[src/rtl/pipe_pkg.sv]
// Shared types and constants for the elastic pipeline stage.
package pipe_pkg;

  // Occupancy of the stage: no word, main register only, main plus skid.
  typedef enum logic [1:0] {ST_EMPTY, ST_HALF, ST_FULL} pipe_state_t;

  // Default width of the back-pressure counter.
  localparam int STALL_CNT_W = 8;

  // All-ones pattern; a counter of width w saturates at the low w bits of this.
  localparam logic [63:0] STALL_CNT_MAX_ALL = '1;

endpackage

[src/rtl/pipe_skid_buf.sv]
// Storage and occupancy FSM of the elastic stage: main register plus,
// when PIPE_SKID_EN is defined, a second skid entry behind it.
module pipe_skid_buf
  import pipe_pkg::*;
#(
  parameter int               WIDTH     = 32,
  parameter logic [WIDTH-1:0] RESET_VAL = '0
) (
  input  logic              clk,
  input  logic              reset_n,
  input  logic              flush_i,
  input  logic              hold_i,
  input  logic              accept_i,
  input  logic              emit_i,
  input  logic [WIDTH-1:0]  data_i,
  output pipe_state_t       state_o,
  output logic [WIDTH-1:0]  data_o
);

  pipe_state_t      state_q, state_d;
  logic [WIDTH-1:0] main_q, main_d;
`ifdef PIPE_SKID_EN
  logic [WIDTH-1:0] skid_q, skid_d;
`endif

  // Next occupancy and register contents; flush empties, hold freezes.
  always_comb begin
    state_d = state_q;
    main_d  = main_q;
`ifdef PIPE_SKID_EN
    skid_d  = skid_q;
`endif
    if (flush_i) begin
      state_d = ST_EMPTY;
    end else if (!hold_i) begin
      case (state_q)
        ST_EMPTY: begin
          if (accept_i) begin
            state_d = ST_HALF;
            main_d  = data_i;
          end
        end
        ST_HALF: begin
          if (accept_i && emit_i) begin
            main_d = data_i;
`ifdef PIPE_SKID_EN
          end else if (accept_i) begin
            state_d = ST_FULL;
            skid_d  = data_i;
`else
          end else if (accept_i) begin
            main_d = data_i;
`endif
          end else if (emit_i) begin
            state_d = ST_EMPTY;
          end
        end
`ifdef PIPE_SKID_EN
        ST_FULL: begin
          if (emit_i) begin
            state_d = ST_HALF;
            main_d  = skid_q;
          end
        end
`endif
        default: state_d = ST_EMPTY;
      endcase
    end
  end

  // State and main register; main resets to the configured idle value.
  always_ff @(posedge clk) begin
    if (!reset_n) begin
      state_q <= ST_EMPTY;
      main_q  <= RESET_VAL;
    end else begin
      state_q <= state_d;
      main_q  <= main_d;
    end
  end

`ifdef PIPE_SKID_EN
  // Skid entry holds data only; its validity is carried by state_q.
  always_ff @(posedge clk) begin
    skid_q <= skid_d;
  end
`endif

  assign state_o = state_q;
  assign data_o  = main_q;

endmodule

[src/rtl/pipe_stage_elastic.sv]
// Elastic valid/ready pipeline stage with hold, flush and a saturating
// back-pressure counter. Define PIPE_SKID_EN for a 2-entry skid buffer whose
// in_ready has no combinational path from out_ready.
module pipe_stage_elastic
  import pipe_pkg::*;
#(
  parameter int               WIDTH     = 32,
  parameter logic [WIDTH-1:0] RESET_VAL = '0,
  parameter int               CNT_W     = STALL_CNT_W
) (
  input  logic              clk,
  input  logic              reset_n,
  input  logic              in_valid,
  output logic              in_ready,
  input  logic [WIDTH-1:0]  in_data,
  output logic              out_valid,
  input  logic              out_ready,
  output logic [WIDTH-1:0]  out_data,
  input  logic              hold,
  input  logic              flush,
  output logic [CNT_W-1:0]  stall_cnt
);

  localparam logic [CNT_W-1:0] CNT_MAX = STALL_CNT_MAX_ALL[CNT_W-1:0];

  pipe_state_t      state;
  logic             has_word;
  logic             open_cyc;
  logic             accept;
  logic             emit;
  logic [CNT_W-1:0] stall_q, stall_d;

  pipe_skid_buf #(
    .WIDTH     (WIDTH),
    .RESET_VAL (RESET_VAL)
  ) u_buf (
    .clk      (clk),
    .reset_n  (reset_n),
    .flush_i  (flush),
    .hold_i   (hold),
    .accept_i (accept),
    .emit_i   (emit),
    .data_i   (in_data),
    .state_o  (state),
    .data_o   (out_data)
  );

  // A cycle with neither reset, flush nor hold may transfer words.
  assign has_word  = (state != ST_EMPTY);
  assign open_cyc  = reset_n && !hold && !flush;
  assign out_valid = open_cyc && has_word;
`ifdef PIPE_SKID_EN
  assign in_ready  = open_cyc && (state != ST_FULL);
`else
  assign in_ready  = open_cyc && (!has_word || out_ready);
`endif
  assign accept    = in_valid && in_ready;
  assign emit      = out_valid && out_ready;

  // Count cycles where a visible word is refused downstream; flush clears.
  always_comb begin
    stall_d = stall_q;
    if (flush) begin
      stall_d = '0;
    end else if (out_valid && !out_ready && (stall_q != CNT_MAX)) begin
      stall_d = stall_q + 1'b1;
    end
  end

  // Counter register.
  always_ff @(posedge clk) begin
    if (!reset_n) stall_q <= '0;
    else          stall_q <= stall_d;
  end

  assign stall_cnt = stall_q;

endmodule
[config.mk]
export PLATFORM = sky130hd
export DESIGN_NAME = pipe_stage_elastic
export DESIGN_NICKNAME = d
export VERILOG_FILES = /design/src/rtl/pipe_pkg.sv /design/src/rtl/pipe_skid_buf.sv /design/src/rtl/pipe_stage_elastic.sv
export SDC_FILE = /design/constraint.sdc
export NUM_CORES = 1
export LEC_CHECK = 0
export CAP_MARGIN = 25
export CORE_ASPECT_RATIO = 0.8
export CORE_MARGIN = 4
export CORE_UTILIZATION = 40
export CTS_BUF_LIST = sky130_fd_sc_hd__clkbuf_8 sky130_fd_sc_hd__clkbuf_16
export DETAILED_ROUTE_END_ITERATION = 8
export PLACE_DENSITY = 0.83
export SLEW_MARGIN = 20
export SYNTH_ARGS = -nofsm -noshare
export SYNTH_HDL_FRONTEND = slang
export SYNTH_HIERARCHICAL = 1
export SYNTH_SLANG_ARGS = --single-unit
[constraint.sdc]
create_clock -name clk -period 2 [get_ports clk]
set_clock_uncertainty 0.05 [all_clocks]
set_input_delay 0.4 -clock clk [delete_from_list [all_inputs] [get_ports clk]]
set_output_delay 0.4 -clock clk [all_outputs]
set_load 0.1 [all_outputs]
### Clock wires, drivers and flops

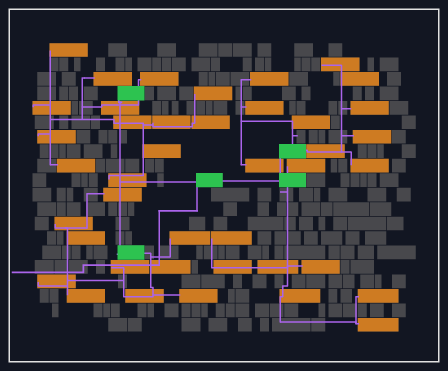
legend:
  clock drivers:
    colour: green
    count: 5
  flip-flops:
    colour: orange
    count: 41
  clock wires:
    colour: purple
    length: 458 um
routed clock nets: 6
Worst-Skew Late Latency: 0.28 ns
Clock power frac: 0.339
Clk. pwr: 0.000515 W

### Cells coloured by class

Bar = 20 um.
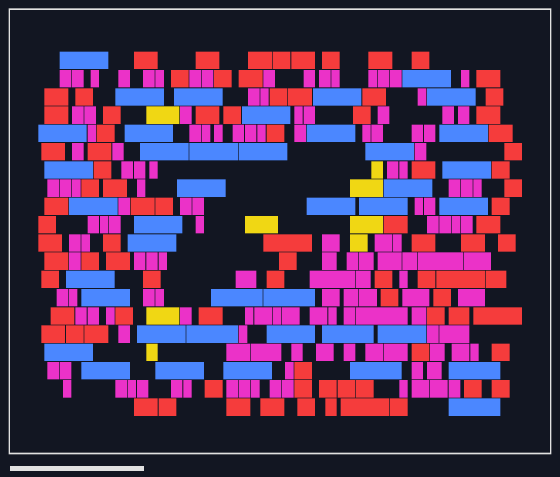
legend:
  flops:
    colour: blue
    cells: 41
  combinational and other logic:
    colour: magenta
    cells: 143
  other buffers and delay cells:
    colour: red
    cells: 89
  clock drivers and dummy loads:
    colour: yellow
    cells: 8

### Wiring by layer

Bar = 20 um. Two of the layers only.
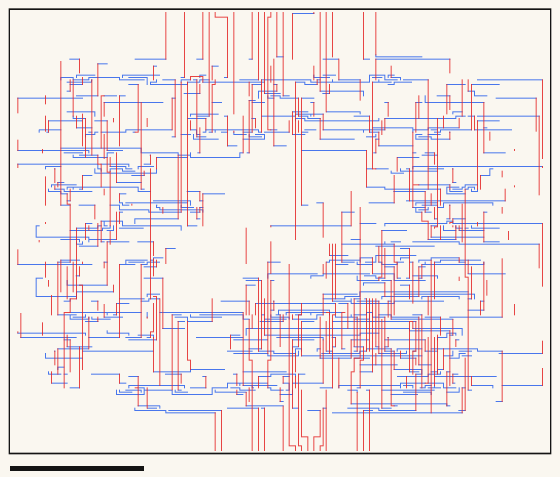
legend:
  metal 2:
    colour: red
    wire_length: 1,850 um
  metal 1:
    colour: blue
    wire_length: 1,970 um
wire per inst: 12.7 um
GRT Util Overall: 0.170
DRT Wirelength: 4250 um

==> changes_impl.md <==
### Metrics

- Status: complete, no violations
- Post-route ant nets: 0
- Ys async rst share: 0
- RSZ-0062 raised after global routing: no
- Cell taking the most area after synthesis: dfxtp_1
- Comb_multi_in: 142
- Cts repair resizes: 2
- Clock transition at path regs: 0.07 ns
- Met1 WL: between 1500 and 2000 um
- Met3 Resource Use GR: 0.0708
- Most instantiated logic cell after routing: buf_4
- Hold path depth: 2
- Count leader, synth: dfxtp_1
- Synthesized area: roughly 1700 um^2
- First-pass GRT wire length: slightly above 7000 um
- DRC: 0
- Adder Area Share: 0.00744
- Crit path arrival time: approximately 1.5 ns
- XOR Share, Synth: 0.00521
- Tapcells: approximately 55
- Combinational share of cell area: 0.308
- Met2 wire len: 1850 um
- CP Capture Point: in_ready
- Hold_buf cts: 0
- Flops after synth: between 40 and 50
- Syn_area_per_cell: 8.49 um^2
- Largest net degree at the start of global routing: between 60 and 70
- Area after DPL: 2500 um^2
- Post-synth top flop: dfxtp_1
- Pwr/cell area: 587 nW/um^2
- DR top layer: met4
- Yosys cell count: 198
- Crit-path cells: dlygate4sd2_1 -> or3b_4 -> nor2_4 -> buf_12
- Std-Cell Core Area: 3930 um^2
- Sequential group power: between 0.0008 and 0.0009 W
- Finish-stage setup viols: 0
- Area reported by Yosys stat: approximately 1700 um^2
- Buffer share of cell area: 0.310
- Total combinational power: roughly 0.00018 W
- Critical Path End Type: output port
- N_diodes: 0
- Ports: roughly 80
Power is estimated from default activity; no workload was simulated.
